`config.mk`:
```
export PLATFORM = sky130hd
export DESIGN_NAME = mc_controller
export DESIGN_NICKNAME = d
export VERILOG_FILES = /design/src/rtl/mc_controller.sv
export SDC_FILE = /design/constraint.sdc
export NUM_CORES = 1
export LEC_CHECK = 0
export ABC_CLOCK_PERIOD_IN_PS = 4500
export CORE_UTILIZATION = 50
export CTS_CLUSTER_SIZE = 16
export DETAILED_ROUTE_END_ITERATION = 8
export GPL_ROUTABILITY_DRIVEN = 1
export PLACE_DENSITY = 0.85
export SYNTH_ARGS = -nofsm -noshare
export SYNTH_HDL_FRONTEND = slang
export SYNTH_SLANG_ARGS = --single-unit
```
`constraint.sdc`:
```
create_clock -name clk -period 4.5 [get_ports clk]
set_input_delay 0.9 -clock clk [delete_from_list [all_inputs] [get_ports clk]]
set_output_delay 0.9 -clock clk [all_outputs]
set_load 0.05 [all_outputs]
```
`src/rtl/mc_controller.sv`:
```
// mc_controller: multicycle main control FSM for the mim datapath.
// Sequences fetch/decode/execute/memory/writeback, drives datapath
// mux selects, enables and memory strobes, and counts retired instructions.
// Optional feature macro: MC_CTRL_MEMWAIT_EN. When it is defined, mem_ready
// stalls FETCH/MEMRD/MEMWR. When it is undefined, each of those states
// lasts exactly one cycle.
module mc_controller #(
    parameter int CNT_W = 16
) (
    input  logic             clk,
    input  logic             rst,
    input  logic [5:0]       opcode,
    input  logic             zero,
    input  logic             mem_ready,
    output logic             pc_write,
    output logic             pc_write_cond,
    output logic             i_or_d,
    output logic             mem_read,
    output logic             mem_write,
    output logic             ir_write,
    output logic             mem_to_reg,
    output logic             reg_dst,
    output logic             reg_write,
    output logic             alu_src_a,
    output logic [1:0]       alu_src_b,
    output logic [1:0]       pc_source,
    output logic [2:0]       alu_op,
    output logic             illegal,
    output logic [CNT_W-1:0] retired,
    output logic [3:0]       state
);
    typedef enum logic [3:0] {
        IDLE = 4'd0, FETCH = 4'd1, DECODE = 4'd2, MEMADR = 4'd3, MEMRD = 4'd4,
        MEMWB = 4'd5, MEMWR = 4'd6, RTEX = 4'd7, RTWB = 4'd8, BEQ = 4'd9,
        JMP = 4'd10, IEX = 4'd11, IWB = 4'd12
    } state_t;

    localparam logic [5:0] OP_RT = 6'b000000, OP_LW = 6'b100011, OP_SW = 6'b101011,
                           OP_BEQ = 6'b000100, OP_J = 6'b000010, OP_ADDI = 6'b001000,
                           OP_ANDI = 6'b001100, OP_ORI = 6'b001101;

    state_t     st;
    logic [5:0] op_q;     // opcode captured in DECODE; IR may change later
    logic       rdy;
    logic       unused_ok;

`ifdef MC_CTRL_MEMWAIT_EN
    assign rdy = mem_ready;
    assign unused_ok = zero;
`else
    assign rdy = 1'b1;
    assign unused_ok = zero ^ mem_ready;
`endif

    // zero is consumed by the datapath's PC-enable gate, not by the FSM
    assign state = st;

    // State sequencing, decoded-opcode hold and retired-instruction counter
    always_ff @(posedge clk) begin
        if (rst) begin
            st      <= IDLE;
            op_q    <= '0;
            retired <= '0;
        end else begin
            case (st)
                IDLE:   st <= FETCH;
                FETCH:  if (rdy) st <= DECODE;
                DECODE: begin
                    op_q <= opcode;
                    case (opcode)
                        OP_RT:                    st <= RTEX;
                        OP_LW, OP_SW:             st <= MEMADR;
                        OP_BEQ:                   st <= BEQ;
                        OP_J:                     st <= JMP;
                        OP_ADDI, OP_ANDI, OP_ORI: st <= IEX;
                        default:                  st <= FETCH;
                    endcase
                end
                MEMADR: st <= (op_q == OP_LW) ? MEMRD : MEMWR;
                MEMRD:  if (rdy) st <= MEMWB;
                MEMWB:  st <= FETCH;
                MEMWR:  if (rdy) st <= FETCH;
                RTEX:   st <= RTWB;
                RTWB:   st <= FETCH;
                BEQ:    st <= FETCH;
                JMP:    st <= FETCH;
                IEX:    st <= IWB;
                IWB:    st <= FETCH;
                default: st <= IDLE;
            endcase
            if (st == MEMWB || st == RTWB || st == BEQ || st == JMP || st == IWB ||
                (st == MEMWR && rdy))
                retired <= retired + 1'b1;
        end
    end

    // Per-state datapath controls; anything not set in a state stays 0
    always_comb begin
        pc_write = 1'b0; pc_write_cond = 1'b0; i_or_d = 1'b0; mem_read = 1'b0;
        mem_write = 1'b0; ir_write = 1'b0; mem_to_reg = 1'b0; reg_dst = 1'b0;
        reg_write = 1'b0; alu_src_a = 1'b0; alu_src_b = 2'b00; pc_source = 2'b00;
        alu_op = 3'b000; illegal = 1'b0;
        case (st)
            FETCH: begin
                mem_read  = 1'b1;
                alu_src_b = 2'b01;
                ir_write  = rdy;
                pc_write  = rdy;
            end
            DECODE: begin
                alu_src_b = 2'b11;
                case (opcode)
                    OP_RT, OP_LW, OP_SW, OP_BEQ, OP_J,
                    OP_ADDI, OP_ANDI, OP_ORI: illegal = 1'b0;
                    default:                  illegal = 1'b1;
                endcase
            end
            MEMADR: begin alu_src_a = 1'b1; alu_src_b = 2'b10; end
            MEMRD:  begin mem_read = 1'b1; i_or_d = 1'b1; end
            MEMWB:  begin reg_write = 1'b1; mem_to_reg = 1'b1; end
            MEMWR:  begin mem_write = 1'b1; i_or_d = 1'b1; end
            RTEX:   begin alu_src_a = 1'b1; alu_op = 3'b111; end
            RTWB:   begin reg_write = 1'b1; reg_dst = 1'b1; end
            BEQ: begin
                alu_src_a     = 1'b1;
                alu_op        = 3'b001;
                pc_write_cond = 1'b1;
                pc_source     = 2'b01;
            end
            JMP:    begin pc_write = 1'b1; pc_source = 2'b10; end
            IEX: begin
                alu_src_a = 1'b1;
                alu_src_b = 2'b10;
                case (op_q)
                    OP_ANDI: alu_op = 3'b010;
                    OP_ORI:  alu_op = 3'b011;
                    default: alu_op = 3'b000;
                endcase
            end
            IWB:    reg_write = 1'b1;
            default: ;
        endcase
    end
endmodule
```
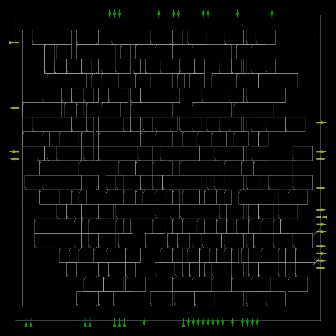
Fig. 1. Placed standard cells (run 1).
count of inserted tapcells: 31
fill cell total of the finished layout: 221

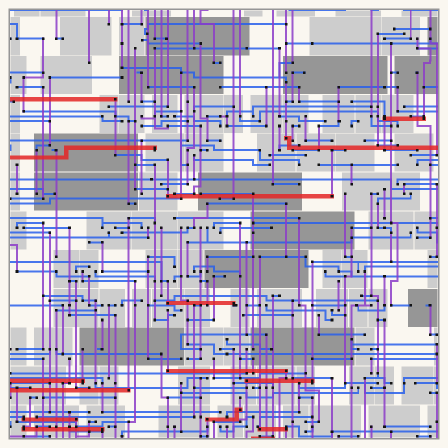
Fig. 2. Close-up of the layout (run 1).
Window x 14 to 44, y 14 to 44 um. Cells in gray, sequential cells in the stronger gray; small squares are vias.
[metal 2] purple
[metal 3] red
[metal 1] blue
cells with their middle in the window: 80
netlist names of flops here include: retired (5), state (3), op_q (2)
sequential cells in the window: 10
most frequent: nand2_1 (10), dfxtp_1 (10), a21oi_1 (8)

==> report_table.html, run 1 <==
<h3>Flow metrics</h3>
<table>
<tr><th>Metric</th><th>Value</th></tr>
<tr><th colspan="2">Worst setup path</th></tr>
<tr><td>Cells traversed along the worst timing path</td><td>clkdlybuf4s50_1, or4_1, nor3b_1, nor3_1, clkdlybuf4s50_1</td></tr>
<tr><td>Library cell appearing most often on the critical path</td><td>sky130_fd_sc_hd__clkdlybuf4s50_1</td></tr>
<tr><td>WP data arrival</td><td>~3.1 ns</td></tr>
<tr><td>Capturing element type of the critical path</td><td>primary output</td></tr>
<tr><td>Startpoint of the worst-slack reg-to-reg timing path</td><td>state[0]$_SDFF_PP0_</td></tr>
<tr><td>Required time at the worst-slack endpoint</td><td>around 3.6 ns</td></tr>
<tr><td>Critical path depth</td><td>5</td></tr>
<tr><td>CP bufs+invs</td><td>2</td></tr>
<tr><td>Launching element type of the critical path</td><td>input port</td></tr>
<tr><th colspan="2">Clock network</th></tr>
<tr><td>Number of instances resized during post-cts repair</td><td>0</td></tr>
<tr><td>TritonCTS clock tree</td><td>done</td></tr>
<tr><th colspan="2">Job</th></tr>
<tr><td>Tally of OpenROAD warnings</td><td>28</td></tr>
<tr><th colspan="2">Yosys</th></tr>
<tr><td>Combinational family with the most area after synthesis</td><td>simple AND/OR/NAND/NOR gates</td></tr>
<tr><td>Count of yosys warnings during synthesis</td><td>0</td></tr>
<tr><td>Post-synthesis share of cell area spent on and, or, nand and nor gates</td><td>slightly above 30%</td></tr>
<tr><th colspan="2">Route</th></tr>
<tr><td>Average detailed-routed wire length per instance</td><td>approximately 15 um</td></tr>
<tr><td>Topmost layer with routed signal wires</td><td>met4</td></tr>
<tr><td>Length of the first detailed-routing pass in iterations</td><td>7</td></tr>
<tr><td>Routed met2 length</td><td>1.89 mm</td></tr>
<tr><td>DRC</td><td>2</td></tr>
<tr><td>Via-per-instance ratio</td><td>6.18</td></tr>
<tr><th colspan="2">Pwr</th></tr>
<tr><td>Clk network pwr share</td><td>approximately a quarter</td></tr>
<tr><td>Pwr Density</td><td>between 200 and 250 nW/um2</td></tr>
<tr><td>Total sequential power</td><td>0.246 mW</td></tr>
<tr><td>Portion of total power attributed to sequential cells</td><td>approximately 53%</td></tr>
<tr><th colspan="2">Timing</th></tr>
<tr><td>Relative slew slack</td><td>24.5%</td></tr>
<tr><td>Clock Skews</td><td>around 0.0015 ns</td></tr>
<tr><td>Measured slew at the worst slew-check pin</td><td>between 1 and 1.5 ns</td></tr>
<tr><td>Fin crit period</td><td>around 4 ns</td></tr>
<tr><td>Final Max Slew Viols</td><td>0</td></tr>
<tr><th colspan="2">Cells and area</th></tr>
<tr><td>Area of all placed cells without fillers</td><td>between 1500 and 2000 um2</td></tr>
<tr><td>Signal inverters</td><td>5</td></tr>
<tr><th colspan="2">Run status</th></tr>
<tr><td>Violated checks</td><td>DRC</td></tr>
<tr><td>Run status</td><td>finished with violations</td></tr>
<tr><th colspan="2">Global route</th></tr>
<tr><td>Met3 track demand over resource</td><td>between 5 and 6%</td></tr>
<tr><td>First-pass GRT wire length</td><td>between 6 and 7 mm</td></tr>
<tr><td>Via count of the first global-routing pass</td><td>roughly 1,500</td></tr>
<tr><th colspan="2">Placement</th></tr>
<tr><td>Cell area reported after detailed placement</td><td>1930 um2</td></tr>
<tr><th colspan="2">Die</th></tr>
<tr><td>Rows</td><td>19</td></tr>
</table>
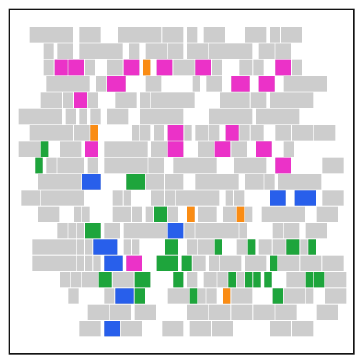
Fig. 3. Gate families picked out (run 1).
Scale: 6 px per um.
[NOR gates] green | cells: 25 | most used: nor2_1
[AND and OR gates] magenta | cells: 18 | most used: or4_1
[AND-OR and OR-AND gates] blue | cells: 8 | most used: a211o_1
[inverters] orange | cells: 5 | most used: inv_1

Fig. 4: run 1, signal wires by layer
Scale: 6 px per um. Two of the layers only.
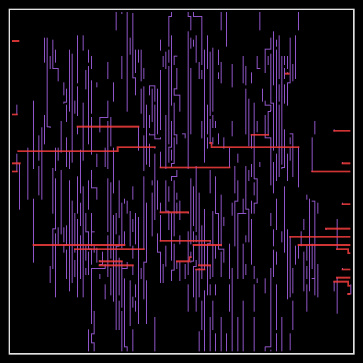

--- run 2 (diff from run 1) ---
ABC_CLOCK_PERIOD_IN_PS = 5000   (was 4500)
clock period = 5 ns   (was 4.5 ns; I/O delays follow)
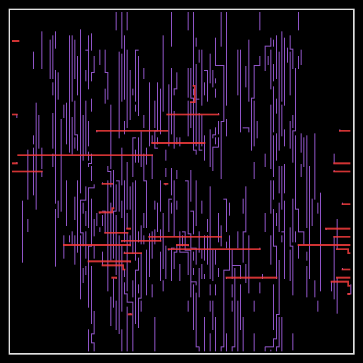
Fig. 5. Signal wires by layer (run 2).
Scale: 6 px per um. Two of the layers only.
[metal 3] red | wire length: 173 um
[metal 2] purple | wire length: 1,950 um

==> run 2 against run 1 <==
Against the previous run: the run still ends with DRC left; highest routed layer unchanged; wire length rose by 0.68%; sequential power fell by 9.8%; synthesized cell count stayed put; die size unchanged; largest power group unchanged; global-route usage decreased by 0.60 points; area after synthesis is the same.
==> report_table.html, run 2 <==
<h3>Flow metrics</h3>
<table>
<tr><th>Metric</th><th>Value</th></tr>
<tr><th colspan="2">Run status</th></tr>
<tr><td>Run status</td><td>finished with violations</td></tr>
<tr><td>Violated checks</td><td>DRC</td></tr>
<tr><th colspan="2">Die</th></tr>
<tr><td>Count of inserted tapcells</td><td>31 (unchanged)</td></tr>
<tr><td>Horizontal die dimension</td><td>between 50 and 60 um</td></tr>
<tr><td>Rows</td><td>19 (unchanged)</td></tr>
<tr><th colspan="2">Worst setup path</th></tr>
<tr><td>Capturing element type of the critical path</td><td>primary output</td></tr>
<tr><td>WP data arrival</td><td>3.23 ns (+0.12 ns)</td></tr>
<tr><td>Launching element type of the critical path</td><td>input port</td></tr>
<tr><td>Library cell appearing most often on the critical path</td><td>sky130_fd_sc_hd__clkdlybuf4s50_1</td></tr>
<tr><td>Startpoint of the worst-slack reg-to-reg timing path</td><td>state[0]$_SDFF_PP0_</td></tr>
<tr><td>Required time at the worst-slack endpoint</td><td>4.00 ns (+0.40 ns)</td></tr>
<tr><td>Path depth of the worst reg2reg path</td><td>4</td></tr>
<tr><td>CP bufs+invs</td><td>2 (unchanged)</td></tr>
<tr><td>Critical path depth</td><td>5 (unchanged)</td></tr>
<tr><td>Cells traversed along the worst timing path</td><td>clkdlybuf4s50_1, or4_1, nor3b_1, nor3_1, clkdlybuf4s50_1</td></tr>
<tr><th colspan="2">Route</th></tr>
<tr><td>Topmost layer with routed signal wires</td><td>met4</td></tr>
<tr><td>Met3 Routed Length</td><td>roughly 170 um</td></tr>
<tr><td>Met1 Routed Length</td><td>~1.7 mm</td></tr>
<tr><td>Average detailed-routed wire length per instance</td><td>14.7 um (+0.68%)</td></tr>
<tr><td>Length of the first detailed-routing pass in iterations</td><td>6 (-1)</td></tr>
<tr><td>Routed met2 length</td><td>1.95 mm (+3.2%)</td></tr>
<tr><td>DRC</td><td>2 (unchanged)</td></tr>
<tr><td>Via-per-instance ratio</td><td>6.28 (+1.5%)</td></tr>
<tr><th colspan="2">Cells and area</th></tr>
<tr><td>Largest Register</td><td>retired</td></tr>
<tr><td>Area of all placed cells without fillers</td><td>1970 um2 (unchanged)</td></tr>
<tr><td>Signal inverters</td><td>5 (unchanged)</td></tr>
<tr><td>Fill cell total of the finished layout</td><td>241 (+9.0%)</td></tr>
<tr><th colspan="2">Yosys</th></tr>
<tr><td>Combinational family with the most area after synthesis</td><td>simple AND/OR/NAND/NOR gates</td></tr>
<tr><td>Share of the synthesized area in the top cell type</td><td>34.2%</td></tr>
<tr><td>Post-synthesis share of cell area spent on and, or, nand and nor gates</td><td>31.0% (unchanged)</td></tr>
<tr><td>Cell count listed in synth_stat.txt</td><td>198</td></tr>
<tr><td>Count of yosys warnings during synthesis</td><td>0 (unchanged)</td></tr>
<tr><th colspan="2">Timing</th></tr>
<tr><td>Relative slew slack</td><td>24.8% (+0.34 points)</td></tr>
<tr><td>Fin crit period</td><td>about 4.2 ns</td></tr>
<tr><td>Final Max Slew Viols</td><td>0 (unchanged)</td></tr>
<tr><td>Measured slew at the worst slew-check pin</td><td>1.13 ns (-0.00514 ns)</td></tr>
<tr><th colspan="2">Placement</th></tr>
<tr><td>Cell area reported after detailed placement</td><td>1930 um2 (unchanged)</td></tr>
<tr><th colspan="2">Clock network</th></tr>
<tr><td>H-Tree Level Count</td><td>1</td></tr>
<tr><td>Number of instances resized during post-cts repair</td><td>0 (unchanged)</td></tr>
<tr><td>TritonCTS clock tree</td><td>done</td></tr>
<tr><th colspan="2">Pwr</th></tr>
<tr><td>Clk network pwr share</td><td>25.3% (about the same)</td></tr>
<tr><td>Total sequential power</td><td>0.222 mW (-9.8%)</td></tr>
<tr><td>Portion of total power attributed to sequential cells</td><td>53.3% (about the same)</td></tr>
<tr><th colspan="2">Job</th></tr>
<tr><td>Tally of OpenROAD warnings</td><td>28 (unchanged)</td></tr>
<tr><th colspan="2">Global route</th></tr>
<tr><td>First-pass GRT wire length</td><td>6.47 mm (-1.5%)</td></tr>
<tr><td>Via count of the first global-routing pass</td><td>1,497 (+0.34%)</td></tr>
</table>
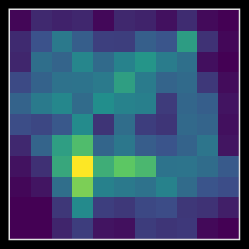
Fig. 6. Signal metal coverage by tile (run 2).
Scale: 4 px per um. 11 x 11 tiles, from dark purple (low) to yellow (high), scaled to the fullest tile. Values are wire area over tile area, all layers added.
tiles over half the peak: 9.1%
fullest tile: 0.70
emptiest ninth of the die: north-east
mean over tiles: 0.19
vias after detailed routing: 1,645
global-route usage over all layers: 24.6%

Power and IR drop assume default switching activity.
